$ cat src/rtl/xvc_jtag_shifter.sv
`timescale 1ns/1ps
// Purpose : serialises XVC shift commands (header N, then TMS/TDI word pairs) onto JTAG TCK/TMS/TDI
//           and returns the captured TDO, one 32-bit AXI-Stream word per word pair (tlast on the final one).
// Latency : 2*TCK_DIV clk cycles per JTAG bit; TDO word valid the cycle after the word's last TCK fall.
// Backpr. : s_axis_tready is low while shifting or emitting; while m_axis_tready is low the word is held,
//           TCK stays low and no command word is taken.
// Ports   : clk/rst (sync, active-high); s_axis_* command stream in; m_axis_* TDO stream out;
//           jtag_tck/tms/tdi registered pin drives; jtag_tdo pre-synchronised TDO; busy = not idle.
module xvc_jtag_shifter #(
    parameter int TCK_DIV = 4
) (
    input  logic        clk,
    input  logic        rst,
    input  logic [31:0] s_axis_tdata,
    input  logic        s_axis_tvalid,
    output logic        s_axis_tready,
    output logic [31:0] m_axis_tdata,
    output logic        m_axis_tvalid,
    input  logic        m_axis_tready,
    output logic        m_axis_tlast,
    output logic        jtag_tck,
    output logic        jtag_tms,
    output logic        jtag_tdi,
    input  logic        jtag_tdo,
    output logic        busy
);

    localparam int DW = $clog2(TCK_DIV + 1);
    localparam logic [DW-1:0] DIV_LAST = DW'(TCK_DIV - 1);

    typedef enum logic [2:0] {
        ST_IDLE,
        ST_LOAD_TMS,
        ST_LOAD_TDI,
        ST_SHIFT,
        ST_EMIT
    } state_t;

    state_t        state_q;
    state_t        state_d;

    logic          rst_done;     // keeps the input closed during reset and for the edge that releases it
    logic [31:0]   remaining;
    logic [31:0]   tms_word;
    logic [31:0]   tdi_word;
    logic [31:0]   tdo_word;
    logic [5:0]    word_bits;
    logic [4:0]    bit_idx;
    logic [4:0]    nxt_idx;
    logic [DW-1:0] div_cnt;

    logic          in_fire;
    logic          out_fire;
    logic          phase_end;
    logic          bit_fall;
    logic          last_bit;

    // ------------------------------------------------------------------
    // Handshakes and status, all derived from registered state
    // ------------------------------------------------------------------
    assign s_axis_tready = rst_done && ((state_q == ST_IDLE) ||
                                        (state_q == ST_LOAD_TMS) ||
                                        (state_q == ST_LOAD_TDI));
    assign m_axis_tvalid = (state_q == ST_EMIT);
    assign m_axis_tlast  = (state_q == ST_EMIT) && (remaining == 32'd0);
    assign m_axis_tdata  = tdo_word;
    assign busy          = (state_q != ST_IDLE);

    assign in_fire   = s_axis_tvalid && s_axis_tready;
    assign out_fire  = m_axis_tvalid && m_axis_tready;
    assign phase_end = (div_cnt == DIV_LAST);
    // The edge that ends a TCK-high phase is the falling edge: TDO is sampled there.
    assign bit_fall  = (state_q == ST_SHIFT) && jtag_tck && phase_end;
    assign last_bit  = ({1'b0, bit_idx} == (word_bits - 6'd1));
    assign nxt_idx   = bit_idx + 5'd1;

    // ------------------------------------------------------------------
    // FSM
    // ------------------------------------------------------------------
    always_ff @(posedge clk) begin
        if (rst) begin
            state_q <= ST_IDLE;
        end else begin
            state_q <= state_d;
        end
    end

    always_comb begin
        state_d = state_q;
        case (state_q)
            ST_IDLE: begin
                // A zero-length header is swallowed without leaving IDLE.
                if (in_fire && (s_axis_tdata != 32'd0)) begin
                    state_d = ST_LOAD_TMS;
                end
            end
            ST_LOAD_TMS: begin
                if (in_fire) begin
                    state_d = ST_LOAD_TDI;
                end
            end
            ST_LOAD_TDI: begin
                if (in_fire) begin
                    state_d = ST_SHIFT;
                end
            end
            ST_SHIFT: begin
                if (bit_fall && last_bit) begin
                    state_d = ST_EMIT;
                end
            end
            ST_EMIT: begin
                if (out_fire) begin
                    state_d = (remaining == 32'd0) ? ST_IDLE : ST_LOAD_TMS;
                end
            end
            default: begin
                state_d = ST_IDLE;
            end
        endcase
    end

    // ------------------------------------------------------------------
    // Datapath and JTAG pin drive
    // ------------------------------------------------------------------
    always_ff @(posedge clk) begin
        if (rst) begin
            rst_done  <= 1'b0;
            remaining <= 32'd0;
            tms_word  <= 32'd0;
            tdi_word  <= 32'd0;
            tdo_word  <= 32'd0;
            word_bits <= 6'd0;
            bit_idx   <= 5'd0;
            div_cnt   <= '0;
            jtag_tck  <= 1'b0;
            jtag_tms  <= 1'b0;
            jtag_tdi  <= 1'b0;
        end else begin
            rst_done <= 1'b1;
            case (state_q)
                ST_IDLE: begin
                    if (in_fire) begin
                        remaining <= s_axis_tdata;
                    end
                end
                ST_LOAD_TMS: begin
                    if (in_fire) begin
                        tms_word <= s_axis_tdata;
                    end
                end
                ST_LOAD_TDI: begin
                    if (in_fire) begin
                        tdi_word  <= s_axis_tdata;
                        tdo_word  <= 32'd0;
                        word_bits <= (remaining >= 32'd32) ? 6'd32 : remaining[5:0];
                        bit_idx   <= 5'd0;
                        div_cnt   <= '0;
                        jtag_tck  <= 1'b0;
                        // Present bit 0 immediately so the first SHIFT cycle already shows it.
                        jtag_tms  <= tms_word[0];
                        jtag_tdi  <= s_axis_tdata[0];
                    end
                end
                ST_SHIFT: begin
                    if (phase_end) begin
                        div_cnt <= '0;
                        if (!jtag_tck) begin
                            jtag_tck <= 1'b1;
                        end else begin
                            jtag_tck          <= 1'b0;
                            tdo_word[bit_idx] <= jtag_tdo;
                            remaining         <= remaining - 32'd1;
                            // After the last bit TMS/TDI simply keep their value.
                            if (!last_bit) begin
                                bit_idx  <= nxt_idx;
                                jtag_tms <= tms_word[nxt_idx];
                                jtag_tdi <= tdi_word[nxt_idx];
                            end
                        end
                    end else begin
                        div_cnt <= div_cnt + 1'b1;
                    end
                end
                default: begin
                end
            endcase
        end
    end

endmodule
$ cat config.mk
export PLATFORM = sky130hd
export DESIGN_NAME = xvc_jtag_shifter
export DESIGN_NICKNAME = d
export VERILOG_FILES = /design/src/rtl/xvc_jtag_shifter.sv
export SDC_FILE = /design/constraint.sdc
export NUM_CORES = 1
export LEC_CHECK = 0
export CORE_MARGIN = 4
export CORE_UTILIZATION = 50
export DETAILED_ROUTE_END_ITERATION = 16
export GPL_TIMING_DRIVEN = 1
export PLACE_DENSITY = 0.71
export SYNTH_ARGS = -nofsm -noshare
export SYNTH_HDL_FRONTEND = slang
export SYNTH_SLANG_ARGS = --single-unit
export TNS_END_PERCENT = 20
$ cat constraint.sdc
create_clock -name clk -period 3.91 [get_ports clk]
set_clock_uncertainty 0.1 [all_clocks]
set_input_delay 0.782 -clock clk [delete_from_list [all_inputs] [get_ports clk]]
set_output_delay 0.782 -clock clk [all_outputs]
set_load 0.005 [all_outputs]
Run 1, metal 2:
(4 px per um)
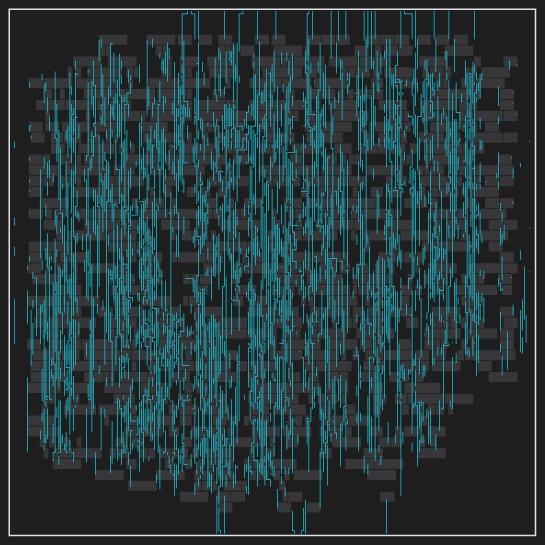
longest straight run: 49.1 um
nets with wire on the layer: 794
GR Util met2: 39.5%
DR vias: 7195

Run 1, clock routing:
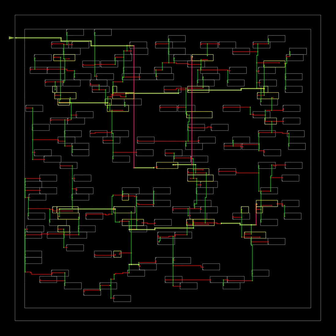
Clock Power: 1630 uW
Flop Count: 149
layout clock buffer count: 20

==> Slide: Implementation Results, run 1 <==
Run Summary

Run status
  – Status: finished, final reports clean

Layout
  – Fin cells: 1202
  – Flop share of the area: 33.5%
  – Most numerous logic cell after layout: nand2_1
  – Fill cells: between 1000 and 1500
  – Comb/total area: a little under half
  – Logic inverters: 12

Logic synthesis
  – Synth Area in Adders: approximately 1.2%
  – EDFF count, synth: 0
  – Synth async-reset ratio: 0%
  – Sequential area share after synthesis: a little under 40%
  – Compound-gate portion of the synthesized area: 23.3%
  – Most common cell in the netlist: nand2_1

Power
  – Int Power: 2960 uW
  – Clock network power share: a little under two fifths
  – Psw: 1350 uW

Floorplan
  – Tap cells: between 150 and 200
  – Die Height: 131 um
  – Initial Util: 51.6%
  – FP Rows: 44
  – Die Size: 17200 um2

CTS
  – Worst-path clk slew: about 60 ps
  – Root buffer cell: clkbuf_16
  – Total CTS buffers: 17
  – Post-CTS Setup Inserts: 0
  – H-tree levels: 4
  – Cts-stage hold buffer count: 0

Run
  – Tool warning count: 31
  – Max_cap viols: 0

Final timing
  – Least-Margin Pin Slew: 869 ps
  – Fmax: between 200 and 300 MHz

Global routing
  – Vias in the first global route: 6599

Hold path
  – Hold Path Sink: tdi_word[13]
Run 1, wires at chosen ports, followed through buffers:
(3 px per um)
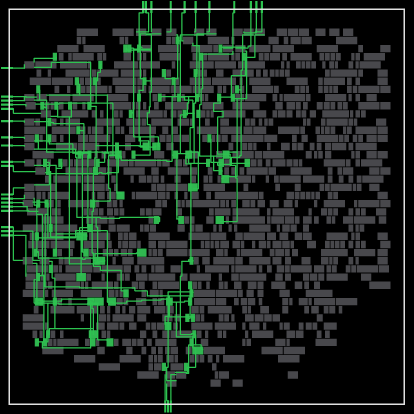
legend:
  green:
    port: `s_axis_tdata`
    bits: 32
    direction: input
    edge: 18 west, 11 north, 3 south
    end_cells: 105
    buffers: 32
    wire: 2500 um
num ports: 76
Buffers on Ports: 75

==> run 2: changes to the inputs <==
--- a/config.mk
+++ b/config.mk
@@ -5,6 +5,7 @@
 export SDC_FILE = /design/constraint.sdc
 export NUM_CORES = 1
 export LEC_CHECK = 0
+export CAP_MARGIN = 20
 export CORE_MARGIN = 4
 export CORE_UTILIZATION = 50
 export DETAILED_ROUTE_END_ITERATION = 16
Run 2, clock wires, drivers and flops:
(4 px per um)
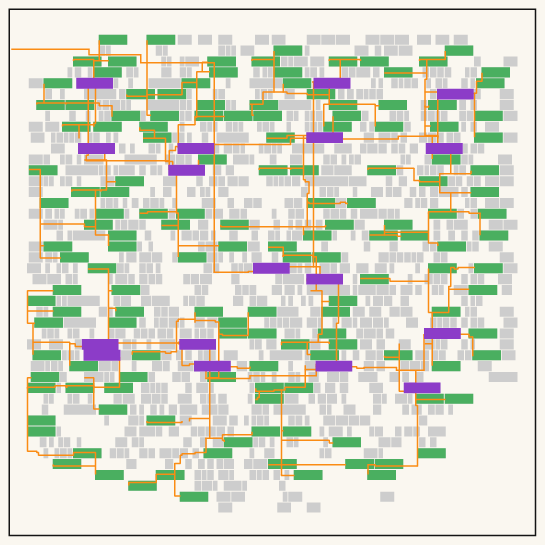
legend:
  green:
    item: flip-flops
    count: 149
  orange:
    item: clock wires
    length: 1810 um
  purple:
    item: clock drivers
    count: 17
flops lie: spread over the die

Run 2, metal 2:
(4 px per um)
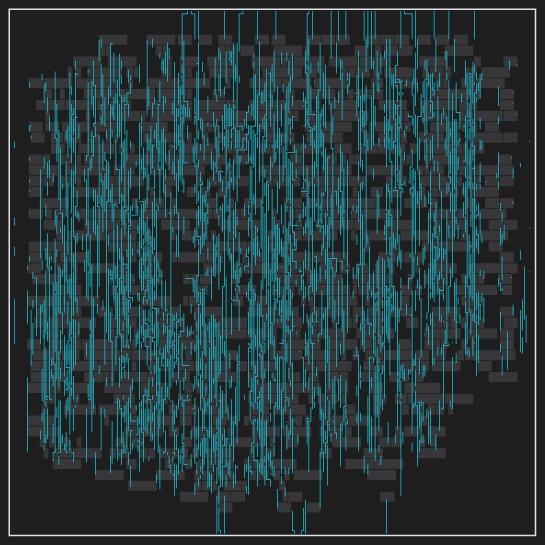
nets with wire on the layer: 794
main direction: vertical
wire length on this layer: 10100 um
longest straight run: 49.1 um
share of all routed wire: 48%

==> run 2 against run 1 <==
Clock power is essentially flat. Wire length unchanged. First-iteration DRC count unchanged. Register-to-register slack about the same. Largest power group unchanged. Sequential share of layout area stayed put.
==> Slide: Implementation Results, run 2 <==
Run Summary

Run status
  – Status: finished, final reports clean

Layout
  – Flop share of the area: 33.5%
  – Fin cells: 1202
  – Layout clock buffer count: 20
  – Final nets: 1049
  – Flop Count: about 150
  – Comb/total area: 46.7%
  – Fill cells: roughly 1300

CTS
  – H-tree levels: 4
  – Worst-path clk slew: 60 ps
  – Post-CTS Setup Inserts: 0
  – Total CTS buffers: 17
  – Root buffer cell: clkbuf_16

Power
  – Int Power: 2960 uW
  – Sequential share of power: 39.9%
  – Cell Pwr Density: 484 nW/um2
  – Clock Power: approximately 1600 uW
  – Clock network power share: 37.8%

Route
  – DR vias: 7195
  – Via density: ~6.0

Logic synthesis
  – EDFF count, synth: 0
  – Synth Area in Adders: 1.15%
  – Mapped Area: 7590 um2
  – Synth async-reset ratio: 0%
  – Most common cell in the netlist: nand2_1

Floorplan
  – Tap cells: 184
  – FP Rows: 44
  – Num ports: 76
  – Die Size: approximately 17000 um2
  – Die Height: 131 um

Run
  – Tool warning count: 31
  – Max_cap viols: 0

Setup path
  – Crit end category: output pin
  – Worst Path Buf+Inv: 3

Hold path
  – Hold Path Sink: tdi_word[13]

Final timing
  – Fmax: approximately 270 MHz
  – Least-Margin Pin Slew: 869 ps

Global routing
  – Vias in the first global route: 6599
  – GR Util met2: 39.5%

Placement
  – Buffers on Ports: 75
No activity file was given, so power comes from the tool's default toggle rates.
